`config.mk`:
```
export PLATFORM = sky130hd
export DESIGN_NAME = mrv1_issue_tw_rdy_tracker
export DESIGN_NICKNAME = d
export VERILOG_FILES = /design/src/rtl/mrv1_mtcore_pkg.sv /design/src/rtl/mrv1_tw_rdy_slot.sv /design/src/rtl/mrv1_issue_tw_rdy_tracker.sv
export SDC_FILE = /design/constraint.sdc
export NUM_CORES = 1
export LEC_CHECK = 0
export ABC_AREA = 1
export CAP_MARGIN = 20
export CORE_MARGIN = 1
export CORE_UTILIZATION = 47
export CTS_BUF_LIST = sky130_fd_sc_hd__clkbuf_4 sky130_fd_sc_hd__clkbuf_8
export DETAILED_ROUTE_END_ITERATION = 8
export GPL_TIMING_DRIVEN = 1
export PLACE_DENSITY = 0.7
export SYNTH_ARGS = -nofsm -noshare
export SYNTH_HDL_FRONTEND = slang
export SYNTH_HIERARCHICAL = 1
export SYNTH_SLANG_ARGS = --single-unit
```
`constraint.sdc`:
```
create_clock -name clk_i -period 4.26 [get_ports clk_i]
set_input_delay 1.065 -clock clk_i [delete_from_list [all_inputs] [get_ports clk_i]]
set_output_delay 1.065 -clock clk_i [all_outputs]
set_load 0.01 [all_outputs]
```
`src/rtl/mrv1_mtcore_pkg.sv`:
```
// Shared types for the multithreaded-core issue stage: per-thread run state,
// per-thread event strobes and the stall-counter width.
package mrv1_mtcore_pkg;

   // Per-thread scheduling state
   typedef enum logic [1:0] {
      TW_OFF = 2'd0,
      TW_RUN = 2'd1,
      TW_BLK = 2'd2
   } tw_state_e;

   // Width of each per-thread BLK-cycle counter
   localparam int unsigned TW_STALL_CNT_W = 16;

   // Pre-decoded events aimed at a single thread slot in one cycle
   typedef struct packed {
      logic start;   // OFF -> RUN request
      logic stop;    // force OFF, overrides everything else
      logic push;    // decode wrote one entry into this thread's buffer
      logic grant;   // scheduler grant, already qualified by ready
      logic blk;     // granted instruction is long-latency
      logic wb;      // long-latency writeback for this thread
   } tw_evt_s;

endpackage : mrv1_mtcore_pkg

```
`src/rtl/mrv1_tw_rdy_slot.sv`:
```
// One thread's run-state FSM and instruction-buffer occupancy counter.
// Optional macro MRV1_TW_RDY_PERF_EN adds a saturating BLK-cycle counter.
module mrv1_tw_rdy_slot
   import mrv1_mtcore_pkg::*;
#(
   parameter int unsigned IBUF_DEPTH_P = 4
) (
   input  logic                      clk_i,
   input  logic                      rst_ni,
   input  tw_evt_s                   evt_i,
   output logic                      rdy_o,
   output logic                      full_o,
   output logic                      active_o
`ifdef MRV1_TW_RDY_PERF_EN
   ,
   output logic [TW_STALL_CNT_W-1:0] stall_cnt_o
`endif
);

   localparam int unsigned occ_width_lp = $clog2(IBUF_DEPTH_P + 1);
   localparam logic [occ_width_lp-1:0] occ_full_lp = occ_width_lp'(IBUF_DEPTH_P);

   tw_state_e               state_q;
   tw_state_e               state_n;
   logic [occ_width_lp-1:0] occ_q;
   logic [occ_width_lp-1:0] occ_n;
   logic                    push_ok;
   logic                    pop_ok;

   // Next state and occupancy; stop overrides start, grant and writeback
   always_comb begin
      state_n = state_q;
      occ_n   = occ_q;
      push_ok = evt_i.push && (state_q != TW_OFF) && (occ_q != occ_full_lp);
      pop_ok  = evt_i.grant && (state_q == TW_RUN) && (occ_q != '0);

      if (evt_i.stop) begin
         state_n = TW_OFF;
         occ_n   = '0;
      end else begin
         case (state_q)
            TW_OFF:  if (evt_i.start)         state_n = TW_RUN;
            TW_RUN:  if (pop_ok && evt_i.blk) state_n = TW_BLK;
            TW_BLK:  if (evt_i.wb)            state_n = TW_RUN;
            default:                          state_n = TW_OFF;
         endcase

         case ({push_ok, pop_ok})
            2'b10:   occ_n = occ_q + occ_width_lp'(1);
            2'b01:   occ_n = occ_q - occ_width_lp'(1);
            default: occ_n = occ_q;
         endcase
      end
   end

   // State register; outputs are registered from the next-state values
   always_ff @(posedge clk_i or negedge rst_ni) begin
      if (!rst_ni) begin
         state_q  <= TW_OFF;
         occ_q    <= '0;
         rdy_o    <= 1'b0;
         full_o   <= 1'b0;
         active_o <= 1'b0;
      end else begin
         state_q  <= state_n;
         occ_q    <= occ_n;
         rdy_o    <= (state_n == TW_RUN) && (occ_n != '0);
         full_o   <= (occ_n == occ_full_lp);
         active_o <= (state_n != TW_OFF);
      end
   end

`ifdef MRV1_TW_RDY_PERF_EN
   logic [TW_STALL_CNT_W-1:0] stall_cnt_q;

   // Counts cycles spent in BLK; restarts from zero on each OFF->RUN
   always_ff @(posedge clk_i or negedge rst_ni) begin
      if (!rst_ni) begin
         stall_cnt_q <= '0;
      end else if ((state_q == TW_OFF) && (state_n == TW_RUN)) begin
         stall_cnt_q <= '0;
      end else if ((state_q == TW_BLK) && (stall_cnt_q != '1)) begin
         stall_cnt_q <= stall_cnt_q + TW_STALL_CNT_W'(1);
      end
   end

   assign stall_cnt_o = stall_cnt_q;
`endif

endmodule : mrv1_tw_rdy_slot

```
`src/rtl/mrv1_issue_tw_rdy_tracker.sv`:
```
// Issue-stage thread-ready tracker: decodes thread ids into per-slot
// strobes, collects the per-thread ready/full/active bits and flags grants
// to threads that were not ready.
// Optional macro MRV1_TW_RDY_PERF_EN adds per-thread BLK-cycle counters.
module mrv1_issue_tw_rdy_tracker
   import mrv1_mtcore_pkg::*;
#(
   parameter  int unsigned NUM_TW_P      = 8,
   parameter  int unsigned IBUF_DEPTH_P  = 4,
   localparam int unsigned twid_width_lp = (NUM_TW_P > 1) ? $clog2(NUM_TW_P) : 1
) (
   input  logic                                     clk_i,
   input  logic                                     rst_ni,
   input  logic [NUM_TW_P-1:0]                      tw_start_i,
   input  logic [NUM_TW_P-1:0]                      tw_stop_i,
   input  logic                                     dec_vld_i,
   input  logic [twid_width_lp-1:0]                 dec_twid_i,
   output logic [NUM_TW_P-1:0]                      ibuf_full_o,
   input  logic                                     issue_vld_i,
   input  logic [twid_width_lp-1:0]                 issue_twid_i,
   input  logic                                     issue_blk_i,
   input  logic                                     wb_vld_i,
   input  logic [twid_width_lp-1:0]                 wb_twid_i,
   output logic [NUM_TW_P-1:0]                      issue_rdy_o,
   output logic [NUM_TW_P-1:0]                      tw_active_o,
   output logic                                     grant_err_o
`ifdef MRV1_TW_RDY_PERF_EN
   ,
   output logic [NUM_TW_P-1:0][TW_STALL_CNT_W-1:0]  stall_cnt_o
`endif
);

   tw_evt_s [NUM_TW_P-1:0] evt;
   logic    [NUM_TW_P-1:0] dec_sel;
   logic    [NUM_TW_P-1:0] iss_sel;
   logic    [NUM_TW_P-1:0] wb_sel;
   logic                   grant_hit;
   logic                   grant_bad;

   // One-hot thread-id decode; ids beyond the thread count select nothing
   always_comb begin
      dec_sel = '0;
      iss_sel = '0;
      wb_sel  = '0;
      for (int i = 0; i < NUM_TW_P; i++) begin
         dec_sel[i] = (32'(dec_twid_i)   < NUM_TW_P) && (dec_twid_i   == twid_width_lp'(i));
         iss_sel[i] = (32'(issue_twid_i) < NUM_TW_P) && (issue_twid_i == twid_width_lp'(i));
         wb_sel[i]  = (32'(wb_twid_i)    < NUM_TW_P) && (wb_twid_i    == twid_width_lp'(i));
      end
   end

   // A grant is good only if it lands on a thread currently showing ready
   always_comb begin
      grant_hit = |(iss_sel & issue_rdy_o);
      grant_bad = issue_vld_i && !grant_hit;
   end

   // Per-slot event strobes; bad grants are withheld so they change nothing
   always_comb begin
      evt = '0;
      for (int i = 0; i < NUM_TW_P; i++) begin
         evt[i].start = tw_start_i[i];
         evt[i].stop  = tw_stop_i[i];
         evt[i].push  = dec_vld_i && dec_sel[i];
         evt[i].grant = issue_vld_i && iss_sel[i] && issue_rdy_o[i];
         evt[i].blk   = issue_blk_i;
         evt[i].wb    = wb_vld_i && wb_sel[i];
      end
   end

   // Sticky grant-error flag, cleared only by reset
   always_ff @(posedge clk_i or negedge rst_ni) begin
      if (!rst_ni) begin
         grant_err_o <= 1'b0;
      end else if (grant_bad) begin
         grant_err_o <= 1'b1;
      end
   end

   for (genvar g = 0; g < NUM_TW_P; g++) begin : g_slot
      mrv1_tw_rdy_slot #(
         .IBUF_DEPTH_P (IBUF_DEPTH_P)
      ) u_slot (
         .clk_i       (clk_i),
         .rst_ni      (rst_ni),
         .evt_i       (evt[g]),
         .rdy_o       (issue_rdy_o[g]),
         .full_o      (ibuf_full_o[g]),
         .active_o    (tw_active_o[g])
`ifdef MRV1_TW_RDY_PERF_EN
         ,
         .stall_cnt_o (stall_cnt_o[g])
`endif
      );
   end

endmodule : mrv1_issue_tw_rdy_tracker

```
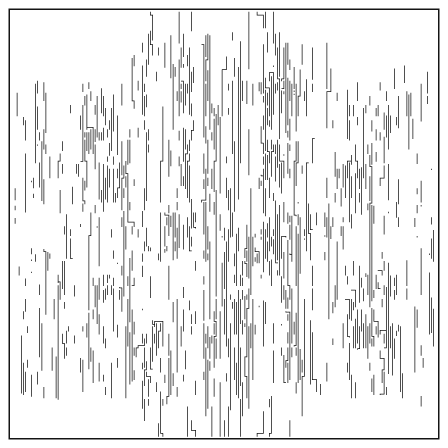
met2.png
- nets with wire on the layer: 571
- longest straight run: 33.3 microns
- wire length on this layer: 4040 microns
- main direction: vertical
met2 track demand over resource: 36.3%
Total Routed Length: 8.67 mm
total number of vias: 3541

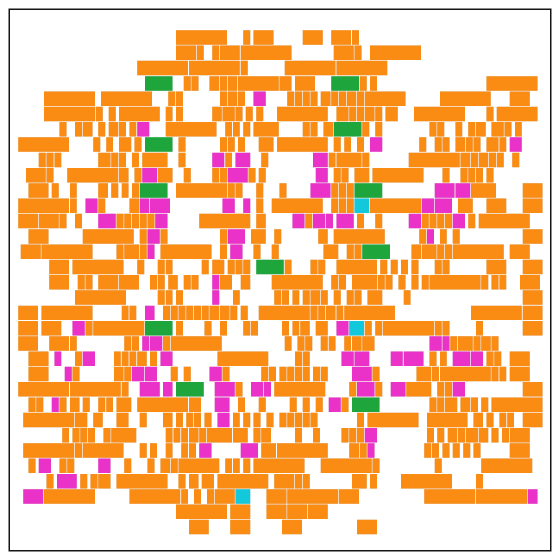
drive_strength.png
- drive 2: magenta (cells 77; most used nand2_2)
- drive 6 and up: green (cells 11; most used clkbuf_8)
- drive 1 or less: orange (cells 564; most used inv_1)
- drive 3 to 4: cyan (cells 3; most used clkinvlp_4)

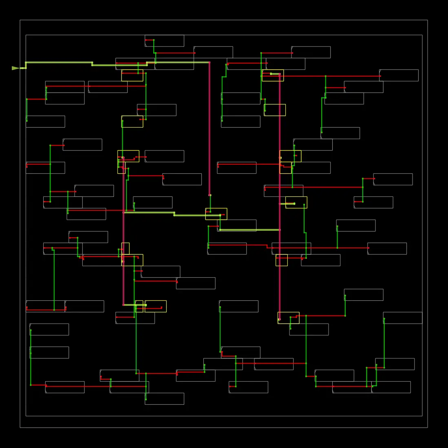
final_clocks.png
Seq Cell Count: 65
tally of clock buffers in the finished layout: 11

==> notes.md <==
Flow results follow.

The flow ran to the end, and the final reports show no timing, DRC or antenna violations. The count of final hold-check violations is 0. The worst hold path belongs to the class reg2reg. Of the post-synthesis cell area, the dominant cell type holds 39.2%.

The clock buffer count from CTS is 9. The final timing report lists clock skew as approximately 0.0084 ns. The core box area is 0.00838 sq mm. The most common logic cell in the final layout is inv_1. The aoi/oai-family share of the synthesized area is under 10%. The most used standard cell by instance count after synthesis is inv_1. Yosys reported a register bit count of 65. In this run the count of I/O pins placed on the die edge is about 56. Of the combinational cells, the family taking the most area is simple AND/OR/NAND/NOR gates. The transition time recorded at the tightest slew-check pin is just over 0.8 ns. Setup repair after global routing left no endpoint under its margin. The initial core utilization is 49.6%.

Synthesis produced a netlist with a net count of between 600 and 700. The sum of negative setup slack is 0 ns. The element type at the critical path end is a register.

The number of max-slew violations in the final report is 0. The via count of the first global-routing pass is roughly 3.5k. The area added between synthesis and finish is 20.6%. In this run the deepest clock path goes through 2 buffers. The CTS tree is built.

OpenROAD emitted warnings numbering 26. Counting instances, the worst hold path has a depth of 2. The average via count per standard cell is roughly 4.7. The net total in the final layout is 697. The worst pin sits at a relative slew slack of 44.8%. The mux cell area share after synthesis is 0%.

The synthesized netlist contains 23 unique library cells. Looking at the setup timing report, the critical path kind is in2reg. The area enclosed by the die boundary is slightly above 0.009 sq mm. The placement report lists the number of port buffers as ~55. Per the skew report, the later register of the worst-skew pair sees a clock latency of approximately 0.35 ns. In this run the critical register-to-register path is launched from g_slot[6].u_slot/rdy_o.
## metal layers
layer	vias to the layer above	routed length (microns)	track usage, %
met2	73	4040	36.3
met3	15	326	3.55
li1	1837	-	-
met4	0	160	8.21
met1	1616	4140	27.2
met5	-	0	0
## stage by stage
step / cell area, sq um / hold slack (ns) / setup WS [ns] / power (uW) / util [%]
floorplan: 4150 / 0.500 / 1.35 / 733 / -
global placement: 4830 / 0.460 / 0.552 / 810 / 57.6
detailed placement: 4830 / 0.450 / 0.491 / 813 / 57.6
CTS: 5010 / 0.479 / 0.857 / 1300 / 59.8
global route: 5010 / 0.515 / 0.632 / 1350 / 59.8
finish: 5010 / 0.473 / 0.833 / 1290 / 59.8
## cell type report
| class | instances | area (sq um) |
|---|---|---|
| clock buffer | 11 | 151 |
| clock inverter | 5 | 30.0 |
| fill | 768 | 3370 |
| inverter | 168 | 631 |
| multi-input combinational | 350 | 1890 |
| sequential | 65 | 1630 |
| tap | 105 | 131 |
| timing repair buffer | 56 | 553 |
## power breakdown
part	switching, uW	total, uW	leakage (uW)	internal, uW
registers	11.8	644	0.000883	632
clock network	248	488	0.0000911	240
logic	89.3	156	0.00191	66.7
total	349	1290	0.00288	939
## critical path, stage by stage
cell and delay (ns):
clkdlybuf4s50_1 0.64, nand2_1 0.11, nor4_1 0.26, inv_1 0.11
nor2_2 0.14, and2_2 0.15, ha_1 0.21, fa_1 0.41
or2_0 0.22, nand3_1 0.09, nand2_1 0.07, inv_1 0.05
nand2_1 0.04, inv_1 0.05, nor2_1 0.03
## sequential cells by signal (all words and copies together), names as in the netlist
signal	flops
g_slot.u_slot/full_o	8
grant_err_o	1
g_slot.u_slot/state_q	16
g_slot.u_slot/occ_q	24
g_slot.u_slot/rdy_o	8
g_slot.u_slot/active_o	8
Power is estimated from default activity; no workload was simulated.
